### config.mk
export PLATFORM = sky130hd
export DESIGN_NAME = instruction_fetch
export DESIGN_NICKNAME = d
export VERILOG_FILES = /design/src/rtl/instruction_fetch.sv
export SDC_FILE = /design/constraint.sdc
export NUM_CORES = 1
export LEC_CHECK = 0
export CAP_MARGIN = 20
export CORE_MARGIN = 4
export CORE_UTILIZATION = 40
export DETAILED_ROUTE_END_ITERATION = 16
export GPL_TIMING_DRIVEN = 0
export SYNTH_ARGS = -nofsm -noshare
export SYNTH_HDL_FRONTEND = slang
export SYNTH_SLANG_ARGS = --single-unit
### constraint.sdc
create_clock -name clock -period 4.3 [get_ports clock]
set_clock_uncertainty 0.15 [all_clocks]
set_input_delay 0.43 -clock clock [delete_from_list [all_inputs] [get_ports clock]]
set_output_delay 0.43 -clock clock [all_outputs]
set_load 0.01 [all_outputs]
### src/rtl/instruction_fetch.sv
// Fetch stage: holds the fetch PC, reads instruction words over request/ready, buffers them for decode.
// Latency: a request is raised the cycle after IDLE sees space; a returned word reaches decode one cycle later.
// Backpressure: no request is issued while the buffer is full; decode stalls via instruction_ready; redirect flushes.
module instruction_fetch #(
  parameter logic [31:0] RESET_PC   = 32'h0000_0000,
  parameter int          FIFO_DEPTH = 2
) (
  input  logic        clock,
  input  logic        reset,
  output logic        fetch_request,
  output logic [31:0] fetch_address,
  input  logic        fetch_ready,
  input  logic [31:0] fetch_data,
  output logic        instruction_valid,
  input  logic        instruction_ready,
  output logic [31:0] instruction,
  output logic [31:0] instruction_PC,
  output logic [31:0] instruction_PC_plus4,
  input  logic        redirect,
  input  logic [31:0] redirect_target
);

  localparam int AW = $clog2(FIFO_DEPTH);
  localparam int CW = AW + 1;

  typedef enum logic [1:0] {
    IDLE    = 2'd0,
    WAIT    = 2'd1,
    DISCARD = 2'd2
  } state_t;

  typedef struct packed {
    logic [31:0] pc;
    logic [31:0] word;
  } entry_t;

  state_t        state;
  logic [31:0]   fetch_pc;
  logic [31:0]   target_pc;

  entry_t        entry_mem [FIFO_DEPTH];
  logic [AW-1:0] rd_ptr;
  logic [AW-1:0] wr_ptr;
  logic [CW-1:0] count;

  logic          has_space;
  logic          push;
  logic          pop;

  // Redirect targets are word aligned regardless of the low bits supplied.
  assign target_pc = redirect_target & 32'hFFFF_FFFC;

  // Space is judged on the occupancy before this cycle's pop, so a full buffer never issues.
  assign has_space = (count < CW'(FIFO_DEPTH));

  // A response is kept only when it belongs to a live request and no redirect kills it.
  assign push = (state == WAIT) && fetch_ready && !redirect;
  assign pop  = instruction_valid && instruction_ready && !redirect;

  assign instruction_valid    = (count != '0);
  assign instruction          = entry_mem[rd_ptr].word;
  assign instruction_PC       = entry_mem[rd_ptr].pc;
  assign instruction_PC_plus4 = entry_mem[rd_ptr].pc + 32'd4;

  // Fetch FSM: issues one request at a time and tracks whether its response is still wanted.
  always_ff @(posedge clock or negedge reset) begin
    if (!reset) begin
      state         <= IDLE;
      fetch_pc      <= RESET_PC;
      fetch_request <= 1'b0;
      fetch_address <= RESET_PC;
    end else begin
      case (state)
        IDLE: begin
          if (redirect) begin
            fetch_pc <= target_pc;
          end else if (has_space) begin
            fetch_request <= 1'b1;
            fetch_address <= fetch_pc;
            state         <= WAIT;
          end
        end
        WAIT: begin
          if (fetch_ready) begin
            fetch_request <= 1'b0;
            state         <= IDLE;
            fetch_pc      <= redirect ? target_pc : fetch_pc + 32'd4;
          end else if (redirect) begin
            fetch_pc <= target_pc;
            state    <= DISCARD;
          end
        end
        DISCARD: begin
          if (redirect) begin
            fetch_pc <= target_pc;
          end
          if (fetch_ready) begin
            fetch_request <= 1'b0;
            state         <= IDLE;
          end
        end
        default: begin
          fetch_request <= 1'b0;
          state         <= IDLE;
        end
      endcase
    end
  end

  // Instruction buffer: redirect empties it and wins over any push or pop in the same cycle.
  always_ff @(posedge clock or negedge reset) begin
    if (!reset) begin
      rd_ptr <= '0;
      wr_ptr <= '0;
      count  <= '0;
      for (int i = 0; i < FIFO_DEPTH; i++) begin
        entry_mem[i] <= '0;
      end
    end else if (redirect) begin
      rd_ptr <= '0;
      wr_ptr <= '0;
      count  <= '0;
    end else begin
      if (push) begin
        entry_mem[wr_ptr] <= '{pc: fetch_pc, word: fetch_data};
        wr_ptr            <= wr_ptr + AW'(1);
      end
      if (pop) begin
        rd_ptr <= rd_ptr + AW'(1);
      end
      case ({push, pop})
        2'b10:   count <= count + CW'(1);
        2'b01:   count <= count - CW'(1);
        default: count <= count;
      endcase
    end
  end

endmodule
Figure 1. Signal wires by layer.
Scale bar: 50 um. Only two layers are drawn.
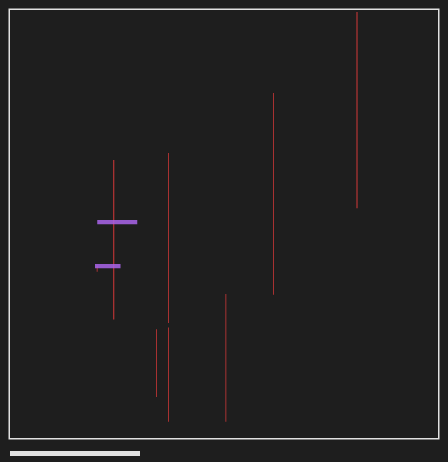
met5 -> purple  # wire length 22.1 um
met4 -> red  # wire length 392 um

Figure 2. Where the registers sit.
Scale bar: 50 um. Other sequential cells in the stronger gray, the rest of the logic in the fainter gray.
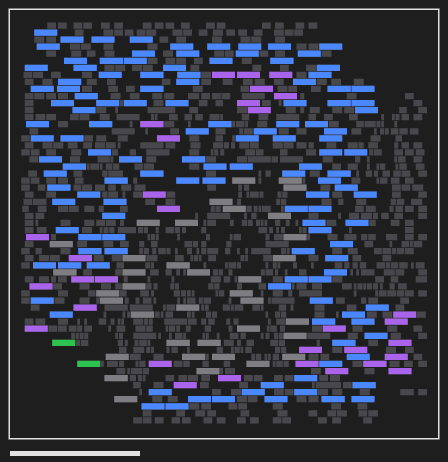
`fetch_address` -> purple  # flops 32, where all over the die
`entry_mem` -> blue  # flops 128, where all over the die
`count` -> green  # flops 2

==> deck_impl_summary.md <==
Implementation Results

Outcome
  – Status: finished clean

Routing
  – Vias: 7369
  – # DRC: 0

Logic synthesis
  – Dominant Register Cell: dfrtp_1
  – Post-synthesis cell area: 9870 um^2
  – Ys Warns: 0
  – Mux share: 25.9%
  – Logic family by area: multiplexers
  – Yosys simple share: 10.2%

Global routing
  – Grt ovf: 0
  – Initial antenna violation count: 2

Clocking
  – Root Buffer: clkbuf_16
  – CTS buffer count: 17
  – CTS H-Tree Depth: 4

Critical path
  – Crit path DAT: 3.54 ns
  – Critical Path Fanout Max: 19
  – Crit path kind: reg -> out

Hold path
  – Worst Hold Launch: entry_mem[63]

Final timing
  – Max Slew Vio Count: 0

Place
  – Gpl congestion: 0.823

Final layout
  – Diode count: 0

Floorplanning
  – Row count: 57
[worst max-delay path, delay by kind of cell (launching register included)]
kind	cells	cell delay (ns)
AND/OR/NAND/NOR	5	0.81
AND-OR/OR-AND	1	0.27
adder cells (fa/ha/maj)	1	0.22
XOR/XNOR	1	0.14
flip-flops	1	0.41
buffers and inverters	5	1.23
[routing by layer]
| metal | GRT usage (%) | wire length, um |
|---|---|---|
| met1 | 29.6 | 13100 |
| met2 | 32.2 | 12900 |
| met3 | 4.19 | 1380 |
| met4 | 5.56 | 392 |
| met5 | 0 | 22 |
[state kept, by name, summed over array words and instances, names as in the netlist]
signal / count
fetch_address: 32
fetch_request: 1
rd_ptr: 1
count: 2
wr_ptr: 1
state: 2
fetch_pc: 32
entry_mem: 128
[cell families (layout without fill, tap and decap cells)]
| family | Yosys count | after routing |
|---|---|---|
| multiplexers | 229 | 229 |
| flip-flops | 199 | 199 |
| AND/OR/NAND/NOR | 184 | 184 |
| AND-OR/OR-AND | 102 | 102 |
| buffers and inverters | 83 | 313 |
| XOR/XNOR | 29 | 29 |
| adder cells (fa/ha/maj) | 6 | 6 |
[final timing paths]
check / endpoint / slack [ns]
min in group asynchronous: fetch_address[27] / 0.43
worst min-delay path: entry_mem[63] / 0.33
max in group asynchronous: fetch_pc[2] / 2.54
worst min register to register: entry_mem[63] / 0.33
worst max-delay path: instruction_PC_plus4[26] / 0.18
worst max register to register: entry_mem[52] / 1.24
[through the flow]
step / hold WS (ns) / power, uW / cells / worst slack, ns
5_1_grt: 0.366 / 9200 / 1386 / 0.0112
6_report: 0.334 / 8650 / 1386 / 0.183
3_3_place_gp: 0.311 / 7070 / 1351 / -6.10
3_5_place_dp: 0.325 / 7120 / 1353 / -1.25
4_1_cts: 0.340 / 8730 / 1384 / 0.0202
2_1_floorplan: -0.0156 / 5170 / 832 / 0.632
[power breakdown]
part | total (uW) | switching, uW | internal, uW
registers | 3160 | 519 | 2640
logic | 3920 | 1680 | 2240
clock network | 1570 | 760 | 815
[cells in the mapped netlist (6+ instances only)]
master,count
xnor2_1,19
buf_1,10
nand4b_1,6
o22ai_1,17
buf_2,8
a21oi_1,22
inv_1,20
mux2_2,210
nor3_1,10
dfrtp_1,199
nand4_1,18
nand3_1,24
xor2_1,10
nand2_1,49
ha_1,6
nor2_1,25
clkbuf_1,43
a22oi_1,12
o21ai_0,19
mux2i_1,19
and2_1,7
and3_1,10
[cell type report]
cell class,instances,area [um^2],area share (%)
inverters,20,75.1,0.579
flip-flops and latches,199,4980,38.4
plain buffers,61,280,2.16
well taps,324,405,3.13
clock inverters,13,141,1.09
repair buffers,202,2050,15.8
multi-input cells,550,4600,35.5
clock buffers,17,425,3.28
[timing repair]
item	in CTS	in global routing
endpoints found under the setup margin	16	11
setup buffers	2	2
cloned	0	0
endpoints found under the hold margin	87	0
pin swaps	1	2
hold buffers	1	0
resized	14	9
Power is estimated from default activity; no workload was simulated.
